--- config.mk ---
export PLATFORM = sky130hd
export DESIGN_NAME = painel_passo_flat
export DESIGN_NICKNAME = d
export VERILOG_FILES = /design/src/rtl/painel_passo_if.sv /design/src/rtl/painel_passo.sv /design/src/flat_wrapper.sv
export SDC_FILE = /design/constraint.sdc
export NUM_CORES = 1
export LEC_CHECK = 0
export ABC_CLOCK_PERIOD_IN_PS = 2400
export CAP_MARGIN = 20
export CORE_MARGIN = 3
export CORE_UTILIZATION = 40
export DETAILED_ROUTE_END_ITERATION = 12
export PLACE_DENSITY = 0.61
export SYNTH_ARGS = -nofsm -noshare
export SYNTH_HDL_FRONTEND = slang
export SYNTH_SLANG_ARGS = --single-unit
export TNS_END_PERCENT = 10
--- constraint.sdc ---
create_clock -name clock -period 2.4 [get_ports clock]
set_input_delay 0.24 -clock clock [delete_from_list [all_inputs] [get_ports clock]]
set_output_delay 0.24 -clock clock [all_outputs]
set_load 0.005 [all_outputs]
--- src/rtl/painel_passo_if.sv ---
// rtl/painel_passo_if.sv - board-side input/step bundle for the step panel
interface painel_passo_if #(
    parameter int CNT_W = 8
);
    logic             btn_step_n;
    logic             sw_run;
    logic             halt;
    logic             step_en;
    logic             run_mode;
    logic [CNT_W-1:0] step_count;

    modport master (
        output btn_step_n,
        output sw_run,
        output halt,
        input  step_en,
        input  run_mode,
        input  step_count
    );

    modport slave (
        input  btn_step_n,
        input  sw_run,
        input  halt,
        output step_en,
        output run_mode,
        output step_count
    );
endinterface

--- src/rtl/painel_passo.sv ---
// rtl/painel_passo.sv - debounced KEY/switch front end issuing single-step or free-run step pulses
module painel_passo #(
    parameter int DEBOUNCE_CYCLES = 500000,
    parameter int RUN_DIV         = 25000000,
    parameter int CNT_W           = 8
) (
    input  logic          clock,
    input  logic          reset,
    painel_passo_if.slave io
);
    localparam int DW = (DEBOUNCE_CYCLES > 1) ? $clog2(DEBOUNCE_CYCLES) : 1;
    localparam int PW = (RUN_DIV > 1) ? $clog2(RUN_DIV) : 1;
    localparam logic [DW-1:0]    DB_LAST = DW'(DEBOUNCE_CYCLES - 1);
    localparam logic [PW-1:0]    PS_LAST = PW'(RUN_DIV - 1);
    localparam logic [CNT_W-1:0] CNT_MAX = '1;

    typedef enum logic {S_MANUAL, S_RUN} state_t;

    logic [1:0]       r_btn_sync;
    logic [1:0]       r_sw_sync;
    logic [DW-1:0]    r_btn_cnt;
    logic [DW-1:0]    r_sw_cnt;
    logic             r_btn_lvl;
    logic             r_btn_lvl_q;
    logic             r_btn_armed;
    logic             r_press;
    logic             r_sw_lvl;
    logic [PW-1:0]    r_presc;
    logic             r_tick;
    logic [CNT_W-1:0] r_cnt;
    state_t           r_state;
    state_t           w_state_nxt;

    logic w_btn_in;
    logic w_btn_diff;
    logic w_btn_arming;
    logic w_btn_count;
    logic w_btn_done;
    logic w_sw_in;
    logic w_sw_diff;
    logic w_sw_done;
    logic w_mode_change;
    logic w_run_hold;
    logic w_step;

    always_ff @(posedge clock or negedge reset) begin
        if (!reset) begin
            r_btn_sync <= 2'b11;
            r_sw_sync  <= 2'b00;
        end else begin
            r_btn_sync <= {r_btn_sync[0], io.btn_step_n};
            r_sw_sync  <= {r_sw_sync[0], io.sw_run};
        end
    end

    assign w_btn_in   = r_btn_sync[1];
    assign w_btn_diff = (w_btn_in != r_btn_lvl);
    // After reset the released level is only trusted once it has been seen stable,
    // so a key held through reset cannot masquerade as a fresh press.
    assign w_btn_arming = !r_btn_armed && w_btn_in && r_btn_lvl;
    assign w_btn_count  = w_btn_diff || w_btn_arming;
    assign w_btn_done   = w_btn_count && (r_btn_cnt == DB_LAST);

    always_ff @(posedge clock or negedge reset) begin
        if (!reset) begin
            r_btn_cnt   <= '0;
            r_btn_lvl   <= 1'b1;
            r_btn_lvl_q <= 1'b1;
            r_btn_armed <= 1'b0;
            r_press     <= 1'b0;
        end else begin
            if (!w_btn_count || w_btn_done) begin
                r_btn_cnt <= '0;
            end else begin
                r_btn_cnt <= r_btn_cnt + DW'(1);
            end
            if (w_btn_done && w_btn_diff) begin
                r_btn_lvl <= w_btn_in;
            end
            if (w_btn_done && w_btn_in) begin
                r_btn_armed <= 1'b1;
            end
            r_btn_lvl_q <= r_btn_lvl;
            r_press     <= r_btn_armed && r_btn_lvl_q && !r_btn_lvl;
        end
    end

    assign w_sw_in   = r_sw_sync[1];
    assign w_sw_diff = (w_sw_in != r_sw_lvl);
    assign w_sw_done = w_sw_diff && (r_sw_cnt == DB_LAST);

    always_ff @(posedge clock or negedge reset) begin
        if (!reset) begin
            r_sw_cnt <= '0;
            r_sw_lvl <= 1'b0;
        end else begin
            if (!w_sw_diff || w_sw_done) begin
                r_sw_cnt <= '0;
            end else begin
                r_sw_cnt <= r_sw_cnt + DW'(1);
            end
            if (w_sw_done) begin
                r_sw_lvl <= w_sw_in;
            end
        end
    end

    assign w_mode_change = (r_state == S_MANUAL) ? r_sw_lvl : !r_sw_lvl;
    assign w_run_hold    = (r_state == S_RUN) && !w_mode_change;

    always_ff @(posedge clock or negedge reset) begin
        if (!reset) begin
            r_state <= S_MANUAL;
        end else begin
            r_state <= w_state_nxt;
        end
    end

    // A pending mode change blocks any pulse, so press-on-entry and terminal
    // count on exit are both dropped.
    always_comb begin
        w_state_nxt = r_state;
        w_step      = 1'b0;
        case (r_state)
            S_MANUAL: begin
                if (r_sw_lvl) begin
                    w_state_nxt = S_RUN;
                end else begin
                    w_step = r_press && !io.halt;
                end
            end
            S_RUN: begin
                if (!r_sw_lvl) begin
                    w_state_nxt = S_MANUAL;
                end else begin
                    w_step = r_tick && !io.halt;
                end
            end
            default: w_state_nxt = S_MANUAL;
        endcase
    end

    // The !r_tick term keeps pulses apart when RUN_DIV is 1.
    always_ff @(posedge clock or negedge reset) begin
        if (!reset) begin
            r_presc <= '0;
            r_tick  <= 1'b0;
        end else begin
            if (!w_run_hold || (r_presc == PS_LAST)) begin
                r_presc <= '0;
            end else begin
                r_presc <= r_presc + PW'(1);
            end
            r_tick <= w_run_hold && (r_presc == PS_LAST) && !r_tick;
        end
    end

    always_ff @(posedge clock or negedge reset) begin
        if (!reset) begin
            r_cnt <= '0;
        end else if (w_step && (r_cnt != CNT_MAX)) begin
            r_cnt <= r_cnt + CNT_W'(1);
        end
    end

    assign io.step_en    = w_step;
    assign io.run_mode   = (r_state == S_RUN);
    assign io.step_count = r_cnt;
endmodule

--- src/flat_wrapper.sv ---
// flat-port wrapper written by rule: the top's interface ports become plain ports
module painel_passo_flat 
#(
    parameter int DEBOUNCE_CYCLES = 500000,
    parameter int RUN_DIV         = 25000000,
    parameter int CNT_W           = 8
)
  (clock, reset, io_btn_step_n, io_sw_run, io_halt, io_step_en, io_run_mode, io_step_count);
  painel_passo_if #(.CNT_W(CNT_W)) io_i ();
  input  logic clock;
  input  logic reset;
  input wire logic [$bits(io_i.btn_step_n)-1:0] io_btn_step_n;
  input wire logic [$bits(io_i.sw_run)-1:0] io_sw_run;
  input wire logic [$bits(io_i.halt)-1:0] io_halt;
  output wire logic [$bits(io_i.step_en)-1:0] io_step_en;
  output wire logic [$bits(io_i.run_mode)-1:0] io_run_mode;
  output wire logic [$bits(io_i.step_count)-1:0] io_step_count;
  assign io_i.btn_step_n = io_btn_step_n;
  assign io_i.sw_run = io_sw_run;
  assign io_i.halt = io_halt;
  assign io_step_en = io_i.step_en;
  assign io_run_mode = io_i.run_mode;
  assign io_step_count = io_i.step_count;
  painel_passo #(.DEBOUNCE_CYCLES(DEBOUNCE_CYCLES), .RUN_DIV(RUN_DIV), .CNT_W(CNT_W)) u_core (.clock(clock), .reset(reset), .io(io_i));
endmodule
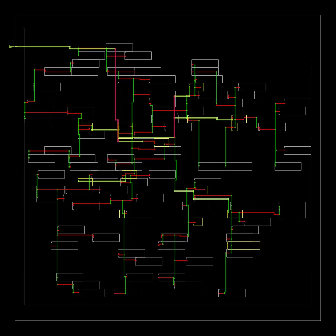
**Above:** clock nets.
Final Skew: 0.00624 ns
CTS buffer count: 9

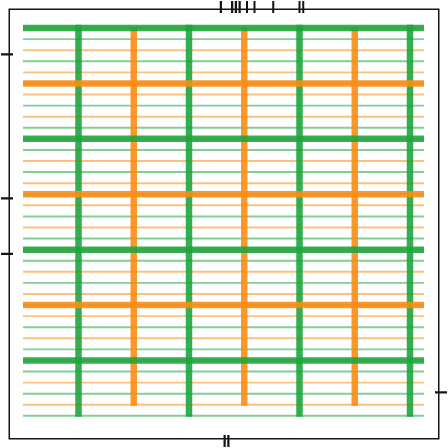
**Above:** supply network.
Pins as bars on the die edge.
legend:
  VDD:
    color: orange
  VSS:
    color: green
met1 rails: 36
met4 straps: 7

==> results.toml <==
# generated from flow reports
[worst_setup_path]
critical-path-slowest-cell = "or4_1"
worst_setup_path_end_kind = "flop"
critical_path.startpoint_type = "flop"
cp_max_fo = 12
cp.required_ns = 2.66
critPathMaxStageDelay_ns = 0.70
path_class = "reg2reg"
crit_top_cell = "or4_1"
path_cells = "ha_1, nand2_1, or4_1, or4_1, a21oi_1"
cp_data_arrival_time_ns = 2.44

[final_timing]
period_used_pct = 90.7
max_freq_ghz = 0.459
setup_violations = 0
rsz0062_at_grt = "no"
hold_viol_final = 0
whs_ns = 0.298
tns_ns = 0
finalMaxSlewViolations = 0
fin_crit_ns = 2.18
tightest_slew_ns = 0.611
slew-limit-headroom_pct = 59.3

[logic_synthesis]
synthDominantCellAreaShare_pct = 49.7
synth.avg_cell_area_um2 = 9.97
synth_top_flop_cell = "dfrtp_1"
synth-compound-area-share_pct = 6.69
most_common_cell = "dfrtp_1"
ys_area_um2 = 3930
ys.flops = 82
adder_share_pct = 1.27
syn_nets = 403
xor_share_pct = 9.82
async_flop_share_pct = 100
netlist_instances = 394
top_area_cell = "dfrtp_1"
synth_area_um2 = 3930
simple_gate_share_pct = 26.3
yosysWarnings = 0
yosys-stat-cells = 394
netlist-cell-type-count = 40
area_leaders = "dfrtp_1, xnor2_1, nor2_1, xor2_1, nand3_1"
edf_count = 0
yosys-mux-area-fraction_pct = 0.860
synth_seq_share_pct = 52.4
netlist_top_cells_count = "dfrtp_1, nor2_1, xnor2_1"
logic_family = "simple AND/OR/NAND/NOR gates"

[cts]
cts-root-buf = "clkbuf_8"
cts_tree = "yes"
clk_pin_slew_ns = 0.08
clk_latency_ns = 0.34
cts.sinks = 82
htreeDepth = 3
max-clock-path-buffers = 2

[global_routing]
use_met2_pct = 22.5
grt_use_met3_pct = 4.08
grt_pass1_wl_mm = 12.9
grt.total_usage_pct = 14.1
grt.busiest_layer = "met2"
grt.met1_usage_pct = 18.9
grt_overflow = 0
grt_pass1_vias = 2776
grt_max_degree = 48
antenna_found_initial = 0

[final_layout]
fillerInstances = 908
final_nets = 421
syn2layout_area_growth_pct = 12.9
final_layout_size_suffix_gt1_share_pct = 8.63
diodes = 0
logic_area_um2 = 1770

[routing]
top_layer_used = "met4"
drc = 0
routedWlPerCell_um = 13.2
met2WireLength_mm = 3.44
detail-route-antenna-nets = 0
firstDrtPassIters = 4
wl_met1_mm = 3.48
vias = 2880
wl_met3_um = 222
drt_iter0_drc = 109
vias_per_cell = 5.27
wirelength_mm = 7.21

[outcome]
status = "finished clean"

[die]
ios = 15
placementRows = 35
die-area_um2 = 11000
dieHeight_um = 105
fp-utilization_pct = 41.9
fp.dieW_um = 105
core_area_um2 = 9370

[place]
gp_congestion = 0.780
portBuffers = 14
dp_hpwl_mm = 4.93

[hold_path]
hold_class = "in2reg"

[run]
warning_count = 26
drv_cap = 0

[pwr]
ir_worst_vdd_uv = 352
leakagePower_uw = 0.00176
p_per_area_nw_per_um2 = 556
p_total_uw = 2470
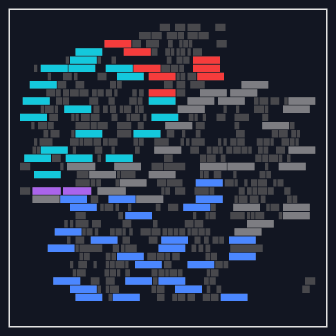
**Above:** sequential cells colored by netlist name.
Other sequential cells in the stronger gray, the rest of the logic in the fainter gray.
legend:
  `u_core.r_btn_cnt`:
    color: cyan
    flops: 19
  `u_core.r_presc`:
    color: blue
    flops: 25
  `u_core.r_btn_sync`:
    color: purple
    flops: 2
  `u_core.io.step_count`:
    color: red
    flops: 8
    where: north
Seq/total area: 46.4%
Register Area: 2060 um^2
Finished Core Util: 47.3%
Seq. pwr: 1410 uW

==> layout make-up <==
class	instances	area share (%)
timing repair buffer	20	4.52
tap	129	3.64
clock buffer	11	3.19
multi-input combinational	286	39.9
inverter	13	1.10
clock inverter	5	1.21
sequential	82	46.4
==> placed cells by master, fill, tap and decap left out, types with 8 or more instances in the layout <==
| master | n |
|---|---|
| a21oi_1 | 20 |
| and3_1 | 8 |
| clkbuf_8 | 10 |
| clkdlybuf4s50_1 | 12 |
| dfrtp_1 | 78 |
| inv_1 | 13 |
| nand2_1 | 23 |
| nand3_1 | 23 |
| nand4_1 | 18 |
| nor2_1 | 53 |
| nor3_1 | 12 |
| o21ai_0 | 12 |
| or3_1 | 9 |
| or4_1 | 10 |
| xnor2_1 | 26 |
| xor2_1 | 18 |
==> report_power, final <==
| part | internal [uW] | switching (uW) | total [uW] |
|---|---|---|---|
| combinational | 26.2 | 47.8 | 74.0 |
| sequential | 1400 | 14.2 | 1410 |
| clock | 506 | 476 | 982 |
| total | 1930 | 538 | 2470 |
==> per-stage QoR <==
step	std cells	util (%)	setup slack (ns)	area, um^2
2_1_floorplan	394	-	0.450	3930
4_1_cts	545	47.1	0.0191	4420
3_5_place_dp	528	44.9	0.253	4210
3_3_place_gp	528	44.9	0.276	4210
5_1_grt	546	47.3	0.0666	4430
6_report	546	47.3	0.223	4430
==> critical path: cells and delay by family (launching register included) <==
kind	cells	cell delay, ns
simple gates	3	1.35
flops	1	0.39
fa+ha+maj	1	0.20
compound gates	1	0.16
==> path summary, 6_finish.rpt <==
path | from | endpoint | slack, ns | cells after the start
max | u_core.r_presc[0]$_DFF_PN0_ | u_core.r_presc[22]$_DFF_PN0_ | 0.22 | 5
min in group asynchronous | reset | u_core.r_sw_cnt[11]$_DFF_PN0_ | 0.46 | 2
min | io_btn_step_n | u_core.r_btn_sync[0]$_DFF_PN1_ | 0.30 | 1
max in group asynchronous | reset | u_core.r_btn_sync[1]$_DFF_PN1_ | 1.27 | 3
max reg2reg | u_core.r_presc[0]$_DFF_PN0_ | u_core.r_presc[22]$_DFF_PN0_ | 0.22 | 5
min reg2reg | u_core.r_btn_sync[0]$_DFF_PN1_ | u_core.r_btn_sync[1]$_DFF_PN1_ | 0.36 | 0
==> state kept, by name (all words and copies together), names as in the netlist <==
name                  count
u_core.r_sw_cnt          19
u_core.io.step_count      8
u_core.r_btn_lvl          1
u_core.r_btn_cnt         19
u_core.io.run_mode        1
u_core.r_btn_lvl_q        1
u_core.r_tick             1
u_core.r_btn_sync         2
u_core.r_sw_sync          2
u_core.r_sw_lvl           1
u_core.r_btn_armed        1
u_core.r_presc           25
u_core.r_press            1
==> cells by family (layout without fill, tap and decap cells) <==
group                      after synthesis  after routing
AOI/OAI and AO/OA                       46             46
xor gates and xnor gates                44             44
adders and majority gates                4              4
buffers and inverters                   26             49
DFF                                     82             82
muxes                                    3              3
and+or+nand+nor                        189            189
==> what timing repair did <==
| item | 4_1_cts | 5_1_grt |
|---|---|---|
| buffers inserted | 0 | 1 |
| hold buffers | 1 | 0 |
| gates resized | 0 | 2 |
| hold endpoints to repair | 46 | 0 |
| endpoints found under the setup margin | 0 | 1 |
Power figures rest on the tool's default switching activity, not on a simulated workload.
